## src/rtl/exers_scalu_rs_if.sv

```systemverilog
// rtl/exers_scalu_rs_if.sv - dispatch, writeback, issue and control signals of the scalu reservation station
interface exers_scalu_rs_if;
  logic        dispatch_valid;
  logic [4:0]  dispatch_op;
  logic [6:0]  dispatch_robid;
  logic [5:0]  dispatch_rd;
  logic        dispatch_op1_rdy;
  logic [31:0] dispatch_op1;
  logic        dispatch_op2_rdy;
  logic [31:0] dispatch_op2;
  logic        exers_stall;
  logic        wb_valid;
  logic [6:0]  wb_robid;
  logic [31:0] wb_result;
  logic        exers_scalu_issue;
  logic [4:0]  exers_scalu_op;
  logic [6:0]  exers_robid;
  logic [5:0]  exers_rd;
  logic [31:0] exers_op1;
  logic [31:0] exers_op2;
  logic        scalu_stall;
  logic        rob_flush;

  modport master (
    output dispatch_valid, dispatch_op, dispatch_robid, dispatch_rd,
           dispatch_op1_rdy, dispatch_op1, dispatch_op2_rdy, dispatch_op2,
           wb_valid, wb_robid, wb_result, scalu_stall, rob_flush,
    input  exers_stall, exers_scalu_issue, exers_scalu_op, exers_robid,
           exers_rd, exers_op1, exers_op2
  );

  modport slave (
    input  dispatch_valid, dispatch_op, dispatch_robid, dispatch_rd,
           dispatch_op1_rdy, dispatch_op1, dispatch_op2_rdy, dispatch_op2,
           wb_valid, wb_robid, wb_result, scalu_stall, rob_flush,
    output exers_stall, exers_scalu_issue, exers_scalu_op, exers_robid,
           exers_rd, exers_op1, exers_op2
  );
endinterface

```

## src/rtl/exers_scalu_rs.sv

```systemverilog
// rtl/exers_scalu_rs.sv - collapsing-queue reservation station issuing oldest ready op to scalu
module exers_scalu_rs #(
  parameter int DEPTH = 8
) (
  input logic            clk,
  input logic            rst,
  exers_scalu_rs_if.slave bus
);
  localparam int IW = $clog2(DEPTH);
  localparam int CW = $clog2(DEPTH + 1);

  typedef struct packed {
    logic        valid;
    logic [4:0]  op;
    logic [6:0]  robid;
    logic [5:0]  rd;
    logic        r1;
    logic [31:0] v1;
    logic        r2;
    logic [31:0] v2;
  } entry_t;

  entry_t ent  [DEPTH];
  entry_t woke [DEPTH+1];
  entry_t nxt  [DEPTH];
  entry_t din;

  logic [CW-1:0] count;
  logic [CW-1:0] count_n;
  logic [CW-1:0] ins;
  logic [IW-1:0] sel;
  logic          found;
  logic          issue;
  logic          accept;

  assign bus.exers_stall = (count == CW'(DEPTH));
  assign accept = bus.dispatch_valid & ~bus.exers_stall & ~bus.rob_flush;
  assign issue  = found & ~bus.scalu_stall & ~bus.rob_flush;

  // Descending scan so the last hit is the oldest ready slot.
  always_comb begin
    found = 1'b0;
    sel   = '0;
    for (int i = DEPTH - 1; i >= 0; i--) begin
      if (ent[i].valid && ent[i].r1 && ent[i].r2) begin
        found = 1'b1;
        sel   = IW'(i);
      end
    end
  end

  assign bus.exers_scalu_issue = issue;
  assign bus.exers_scalu_op    = ent[sel].op;
  assign bus.exers_robid       = ent[sel].robid;
  assign bus.exers_rd          = ent[sel].rd;
  assign bus.exers_op1         = ent[sel].v1;
  assign bus.exers_op2         = ent[sel].v2;

  // Wakeup is applied before the shift so moved entries keep same-cycle captures.
  always_comb begin
    for (int i = 0; i < DEPTH; i++) begin
      woke[i] = ent[i];
      if (bus.wb_valid && ent[i].valid) begin
        if (!ent[i].r1 && ent[i].v1[6:0] == bus.wb_robid) begin
          woke[i].r1 = 1'b1;
          woke[i].v1 = bus.wb_result;
        end
        if (!ent[i].r2 && ent[i].v2[6:0] == bus.wb_robid) begin
          woke[i].r2 = 1'b1;
          woke[i].v2 = bus.wb_result;
        end
      end
    end
    woke[DEPTH] = '0;
  end

  always_comb begin
    din       = '0;
    din.valid = 1'b1;
    din.op    = bus.dispatch_op;
    din.robid = bus.dispatch_robid;
    din.rd    = bus.dispatch_rd;
    din.r1    = bus.dispatch_op1_rdy;
    din.v1    = bus.dispatch_op1;
    din.r2    = bus.dispatch_op2_rdy;
    din.v2    = bus.dispatch_op2;
    if (!bus.dispatch_op1_rdy && bus.wb_valid && bus.dispatch_op1[6:0] == bus.wb_robid) begin
      din.r1 = 1'b1;
      din.v1 = bus.wb_result;
    end
    if (!bus.dispatch_op2_rdy && bus.wb_valid && bus.dispatch_op2[6:0] == bus.wb_robid) begin
      din.r2 = 1'b1;
      din.v2 = bus.wb_result;
    end
  end

  always_comb begin
    ins     = count - CW'(issue);
    count_n = count + CW'(accept) - CW'(issue);
    for (int i = 0; i < DEPTH; i++) begin
      if (issue && i >= int'(sel)) nxt[i] = woke[i+1];
      else                         nxt[i] = woke[i];
      if (accept && ins == CW'(i)) nxt[i] = din;
    end
  end

  always_ff @(posedge clk) begin
    if (rst || bus.rob_flush) begin
      count <= '0;
      for (int i = 0; i < DEPTH; i++) ent[i] <= '0;
    end else begin
      count <= count_n;
      for (int i = 0; i < DEPTH; i++) ent[i] <= nxt[i];
    end
  end
endmodule

```

## src/flat_wrapper.sv

```systemverilog
// flat-port wrapper written by rule: the top's interface ports become plain ports
module exers_scalu_rs_flat 
#(
  parameter int DEPTH = 8
)
  (clk, rst, bus_dispatch_valid, bus_dispatch_op, bus_dispatch_robid, bus_dispatch_rd, bus_dispatch_op1_rdy, bus_dispatch_op1, bus_dispatch_op2_rdy, bus_dispatch_op2, bus_wb_valid, bus_wb_robid, bus_wb_result, bus_scalu_stall, bus_rob_flush, bus_exers_stall, bus_exers_scalu_issue, bus_exers_scalu_op, bus_exers_robid, bus_exers_rd, bus_exers_op1, bus_exers_op2);
  exers_scalu_rs_if bus_i ();
  input logic clk;
  input logic rst;
  input wire logic [$bits(bus_i.dispatch_valid)-1:0] bus_dispatch_valid;
  input wire logic [$bits(bus_i.dispatch_op)-1:0] bus_dispatch_op;
  input wire logic [$bits(bus_i.dispatch_robid)-1:0] bus_dispatch_robid;
  input wire logic [$bits(bus_i.dispatch_rd)-1:0] bus_dispatch_rd;
  input wire logic [$bits(bus_i.dispatch_op1_rdy)-1:0] bus_dispatch_op1_rdy;
  input wire logic [$bits(bus_i.dispatch_op1)-1:0] bus_dispatch_op1;
  input wire logic [$bits(bus_i.dispatch_op2_rdy)-1:0] bus_dispatch_op2_rdy;
  input wire logic [$bits(bus_i.dispatch_op2)-1:0] bus_dispatch_op2;
  input wire logic [$bits(bus_i.wb_valid)-1:0] bus_wb_valid;
  input wire logic [$bits(bus_i.wb_robid)-1:0] bus_wb_robid;
  input wire logic [$bits(bus_i.wb_result)-1:0] bus_wb_result;
  input wire logic [$bits(bus_i.scalu_stall)-1:0] bus_scalu_stall;
  input wire logic [$bits(bus_i.rob_flush)-1:0] bus_rob_flush;
  output wire logic [$bits(bus_i.exers_stall)-1:0] bus_exers_stall;
  output wire logic [$bits(bus_i.exers_scalu_issue)-1:0] bus_exers_scalu_issue;
  output wire logic [$bits(bus_i.exers_scalu_op)-1:0] bus_exers_scalu_op;
  output wire logic [$bits(bus_i.exers_robid)-1:0] bus_exers_robid;
  output wire logic [$bits(bus_i.exers_rd)-1:0] bus_exers_rd;
  output wire logic [$bits(bus_i.exers_op1)-1:0] bus_exers_op1;
  output wire logic [$bits(bus_i.exers_op2)-1:0] bus_exers_op2;
  assign bus_i.dispatch_valid = bus_dispatch_valid;
  assign bus_i.dispatch_op = bus_dispatch_op;
  assign bus_i.dispatch_robid = bus_dispatch_robid;
  assign bus_i.dispatch_rd = bus_dispatch_rd;
  assign bus_i.dispatch_op1_rdy = bus_dispatch_op1_rdy;
  assign bus_i.dispatch_op1 = bus_dispatch_op1;
  assign bus_i.dispatch_op2_rdy = bus_dispatch_op2_rdy;
  assign bus_i.dispatch_op2 = bus_dispatch_op2;
  assign bus_i.wb_valid = bus_wb_valid;
  assign bus_i.wb_robid = bus_wb_robid;
  assign bus_i.wb_result = bus_wb_result;
  assign bus_i.scalu_stall = bus_scalu_stall;
  assign bus_i.rob_flush = bus_rob_flush;
  assign bus_exers_stall = bus_i.exers_stall;
  assign bus_exers_scalu_issue = bus_i.exers_scalu_issue;
  assign bus_exers_scalu_op = bus_i.exers_scalu_op;
  assign bus_exers_robid = bus_i.exers_robid;
  assign bus_exers_rd = bus_i.exers_rd;
  assign bus_exers_op1 = bus_i.exers_op1;
  assign bus_exers_op2 = bus_i.exers_op2;
  exers_scalu_rs #(.DEPTH(DEPTH)) u_core (.clk(clk), .rst(rst), .bus(bus_i));
endmodule
```

## config.mk

```make
export PLATFORM = sky130hd
export DESIGN_NAME = exers_scalu_rs_flat
export DESIGN_NICKNAME = d
export VERILOG_FILES = /design/src/rtl/exers_scalu_rs_if.sv /design/src/rtl/exers_scalu_rs.sv /design/src/flat_wrapper.sv
export SDC_FILE = /design/constraint.sdc
export NUM_CORES = 2
export LEC_CHECK = 0
export CAP_MARGIN = 20
export CORE_MARGIN = 10
export CORE_UTILIZATION = 51
export DETAILED_ROUTE_END_ITERATION = 10
export GPL_ROUTABILITY_DRIVEN = 0
export PLACE_DENSITY = 0.7
export SETUP_SLACK_MARGIN = 0.05
export SKIP_CTS_REPAIR_TIMING = 1
export SLEW_MARGIN = 20
export SYNTH_ARGS = -nofsm -noshare
export SYNTH_HDL_FRONTEND = slang
export SYNTH_SLANG_ARGS = --single-unit
```

## constraint.sdc

```tcl
create_clock -name clk -period 10.05 [get_ports clk]
set_input_delay 1.005 -clock clk [delete_from_list [all_inputs] [get_ports clk]]
set_output_delay 1.005 -clock clk [all_outputs]
set_load 0.02 [all_outputs]
```

==> run notes <==
Figures from the implementation reports.

- The run finished with clean final reports.
- The worst reg2reg path endpoint is u_core.ent[2][9]$_SDFF_PP0_.
- The required time of the critical path reads 9050 ps.
- The vertical die size reads approximately 300 microns.
- The top cell class by occupied area reads logic gates.
- The maximum fanout along the worst path reads 115.
- The largest area contributor in the netlist reads sky130_fd_sc_hd__dfxtp_1.
- The total die area reads 90000 sq um.
- The main area contributors are sky130_fd_sc_hd__dfxtp_1 34%, sky130_fd_sc_hd__mux2i_1 12%, sky130_fd_sc_hd__nand2_1 4.5%.
- The number of global-route vias before repair came to approximately 40000.
- The maximum number of pins on one net before global-route repair is 183.
- The startpoint of the most critical register-to-register path reads u_core.ent[2][65]$_SDFF_PP0_.
- The synthesized design contains around 700 register bits.
- The sequential cell area reads 13700 sq um.
- The count of cell types in the netlist reads roughly 67.
- The area recorded from the Yosys report for this design is around 40000 sq um.
- The launch point of the worst min-delay path is recorded as u_core.ent[0][44]$_SDFFE_PP0P_.
- The most common cell in the synthesized netlist is sky130_fd_sc_hd__dfxtp_1.
- The sequential element share of the synthesized area reads between 30% and 40%.
- According to the timing report, the critical path is launched from u_core.ent[4][65]$_SDFF_PP0_.
- For reference, the top logic cell family by area is AND-OR/OR-AND gates.
- In the finished design, the share of the clock period the worst path needs comes to around three fifths.
- The registers reported with the highest flop counts are u_core.ent: 680 flops, u_core.count: 4 flops.
- The number of iterations in the first detailed-routing pass is 7.
- The wire-length estimate of the detail-placed layout is 92700 microns.
- The final timing report derives a shortest allowable period of just over 6000 ps.
- The worst-case headroom to the max-slew limit is between 10% and 20%.
- The power consumed by sequential cells is about 2.7 mW.
- The total power draw reads about 6.2 mW.
- In this run the power spent charging and discharging nets is 1.58 mW.
- The kind of launch point of the worst setup path is a flip-flop.
- The data arrival at the endpoint of the critical path is between 5000 and 6000 ps.
- The synthesized netlist net count is approximately 4900.
- The tool flagged a number of max-cap violations equal to 0.
- The area growth from synthesis to layout is 12.2%.
- The aoi/oai-family share of the synthesized area is 24.9%.
- The xor/xnor share of the synthesized area reads 2.83%.
- The later pin in the worst-skew pair is clocked with a latency of 670 ps.
- The final total negative setup slack reads 0 ps.
- In the finished layout, the clock tree contains a buffer count of 107.
- The register with the highest flop count reads u_core.ent.
- The number of enable flip-flop cells reads 0.
- The warning tally printed by Yosys for this design is 0.
- For this run, the detailed router reports a per-instance via density of 7.29.
- The sequential group share of total power reads 43.8%.
- The number of setup violations in the final report is 0.
- The final hold violation count reads 0.
- The flop count reads approximately 700.
- The flop-to-flop setup slack reads 4620 ps.
- The pre-placement core utilization reads 51.5%.
- In this run, the synthesized area fraction spent on and/or/nand/nor cells is recorded as between 10% and 20%.
- The worst setup slack after layout is slightly below 4000 ps.
- The first-pass GRT wire length is 253000 microns.
- The proportion of netlist area held by the largest area contributor reads about a third.
- In the final layout, the multi-input gates occupy ~24000 sq um.
- The root cell of the clock tree reads sky130_fd_sc_hd__clkbuf_16.
- The type of the tightest min-delay check reads flip-flop to flip-flop.
- The clock slew at the register clock pins of the worst setup and hold paths is 60 ps.
- The number of clock sinks seen by CTS is slightly below 700.
- The number of inserted filler cells in the final layout reads 7071.
- Of all the cell area in the finished design, the clock network holds 6.01%.
- In this run the tool buffered the top-level ports with roughly 210 buffer cells.
- According to the floorplan report, the placeable core area is 77600 sq um.
- The nature of the critical path endpoint reads an output pin.
- The clock network power reads a little over 3 mW.
- Non-clock inverters in the final layout number 9.
- The switching power as a share of total power is approximately a quarter.
- The internal power is approximately 4.7 mW.
- The synthesized instance count is a little under 5000.
- The top logic cell by instance count in the layout is sky130_fd_sc_hd__dfxtp_1.
- Looking at the clock tree report, the H-tree level count equals 3.
- The maximum VDD drop reads 116 uV.
- Final hold analysis gives a worst-case slack of 450 ps.
- The number of flip-flops in the largest register reads 680.
- The maximum clock insertion buffer count is 3.
- The group with the largest share of power reads the clock network.
- The share of async-settable or async-resettable flops after synthesis is 0%.
- The combinational share of power reads 6.9%.
- The diode insertion count for antenna repair reads 6.
- The DRC violation total after the first TritonRoute iteration is between 6000 and 7000.
- The sequential cell area share reads a little under a third.
- Leaving out filler cells and counting taps, the final layout contains ~5700.
- In the final layout, the share of cells above drive strength 1 is 9.14%.
- The count of warning messages emitted by the tools reads 34.
- The standby leakage power is around 17 nW.
- The layout net count reads approximately 4800.
- Setup repair after global routing left no endpoint under its margin.
- The combinational share of cell area is roughly 54%.
- The placed instances occupy a cell area of between 40000 and 50000 sq um.
- In the layout the commonest cells are 684 x sky130_fd_sc_hd__dfxtp_1, 470 x sky130_fd_sc_hd__nand2_1, 462 x sky130_fd_sc_hd__mux2i_1.
- Counting instances in the post-synthesis netlist gives the leading cell types as 684 x sky130_fd_sc_hd__dfxtp_1, 481 x sky130_fd_sc_hd__nand2_1, 466 x sky130_fd_sc_hd__mux2i_1.
- For reference, full adder, half adder and majority cells occupy less than 1% of the area reported after synthesis.
- The clock tree skew after final layout is 34.9 ps.
- The report lists the number of standard-cell rows as roughly 100.
- The number of buffers inserted during clock tree synthesis reads around 79.
- The TritonCTS clock tree reads done.
- The total I/O pin count is approximately 210.
- Tap insertion was completed with 1040 tapcells.
- The combinational cell power reads ~0.43 mW.
- The most common flop cell mapped by yosys is sky130_fd_sc_hd__dfxtp_1.
- The number of cells in Yosys stat is a little under 5000.
layer usage:
metal / track usage [%] / vias up / part of all wire [%]
met5: 0 / - / 0.023
met3: 10.6 / 865 / 14
met4: 21.4 / 6 / 6.6
met1: 45.7 / 19800 / 37
met2: 53.7 / 3497 / 42
li1: - / 17600 / -
critical path, cell delays in order (launching register included):
cell and delay (ps):
sky130_fd_sc_hd__dfxtp_1 480, sky130_fd_sc_hd__nand3_1 250, sky130_fd_sc_hd__and3_1 250, sky130_fd_sc_hd__o21ai_4 170, sky130_fd_sc_hd__buf_12 670, sky130_fd_sc_hd__buf_4 890, sky130_fd_sc_hd__mux2i_1 270, sky130_fd_sc_hd__o22ai_1 100
sky130_fd_sc_hd__or3_1 540, sky130_fd_sc_hd__clkdlybuf4s50_1 600
met1.png
(1 px per micron)
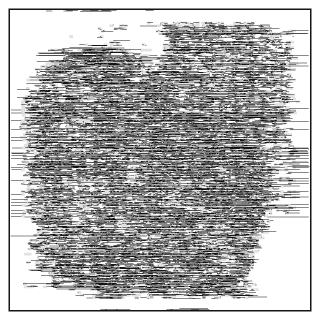
main direction = horizontal
share of all routed wire = 37%
nets with wire on the layer = 4513
wire length on this layer = 64.3 mm
Via Count: 41800
sum of routed wire length over all layers: 172000 microns
global routing usage on met1: 45.7%

met2.png
(1.5 px per micron)
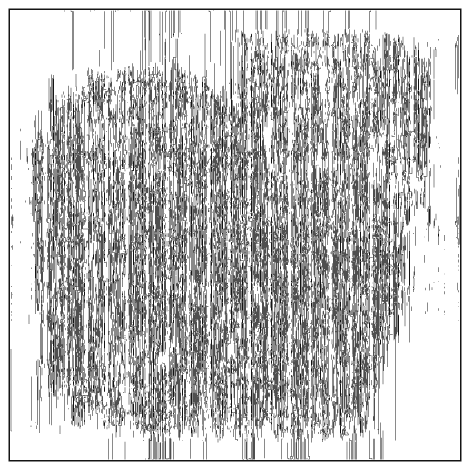
wire length on this layer = 72.4 mm
share of all routed wire = 42%
main direction = vertical
GR met2 Demand/Resource: 53.7%

met3.png
(1 px per micron)
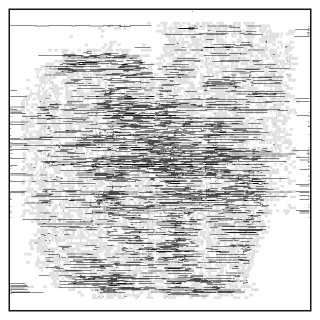
longest straight run = 126 microns
share of all routed wire = 14%
wire length on this layer = 23.7 mm
main direction = horizontal
nets with wire on the layer = 661
met3 capacity usage during global routing: 10.6%

met4.png
(1 px per micron)
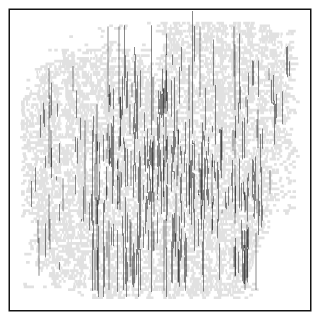
main direction = vertical
wire length on this layer = 11400 microns
share of all routed wire = 6.6%
nets with wire on the layer = 172
longest straight run = 122 microns

final_congestion.png
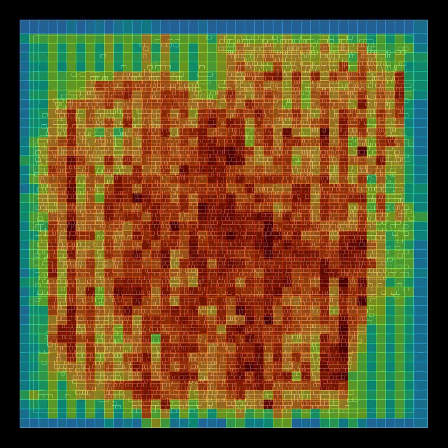
Final Util: 57.8%
routed wire length per instance: 30.0 microns
most crowded layer after global routing: met2
Tot GR Track Use: 36.1%

Power is estimated from default activity; no workload was simulated.
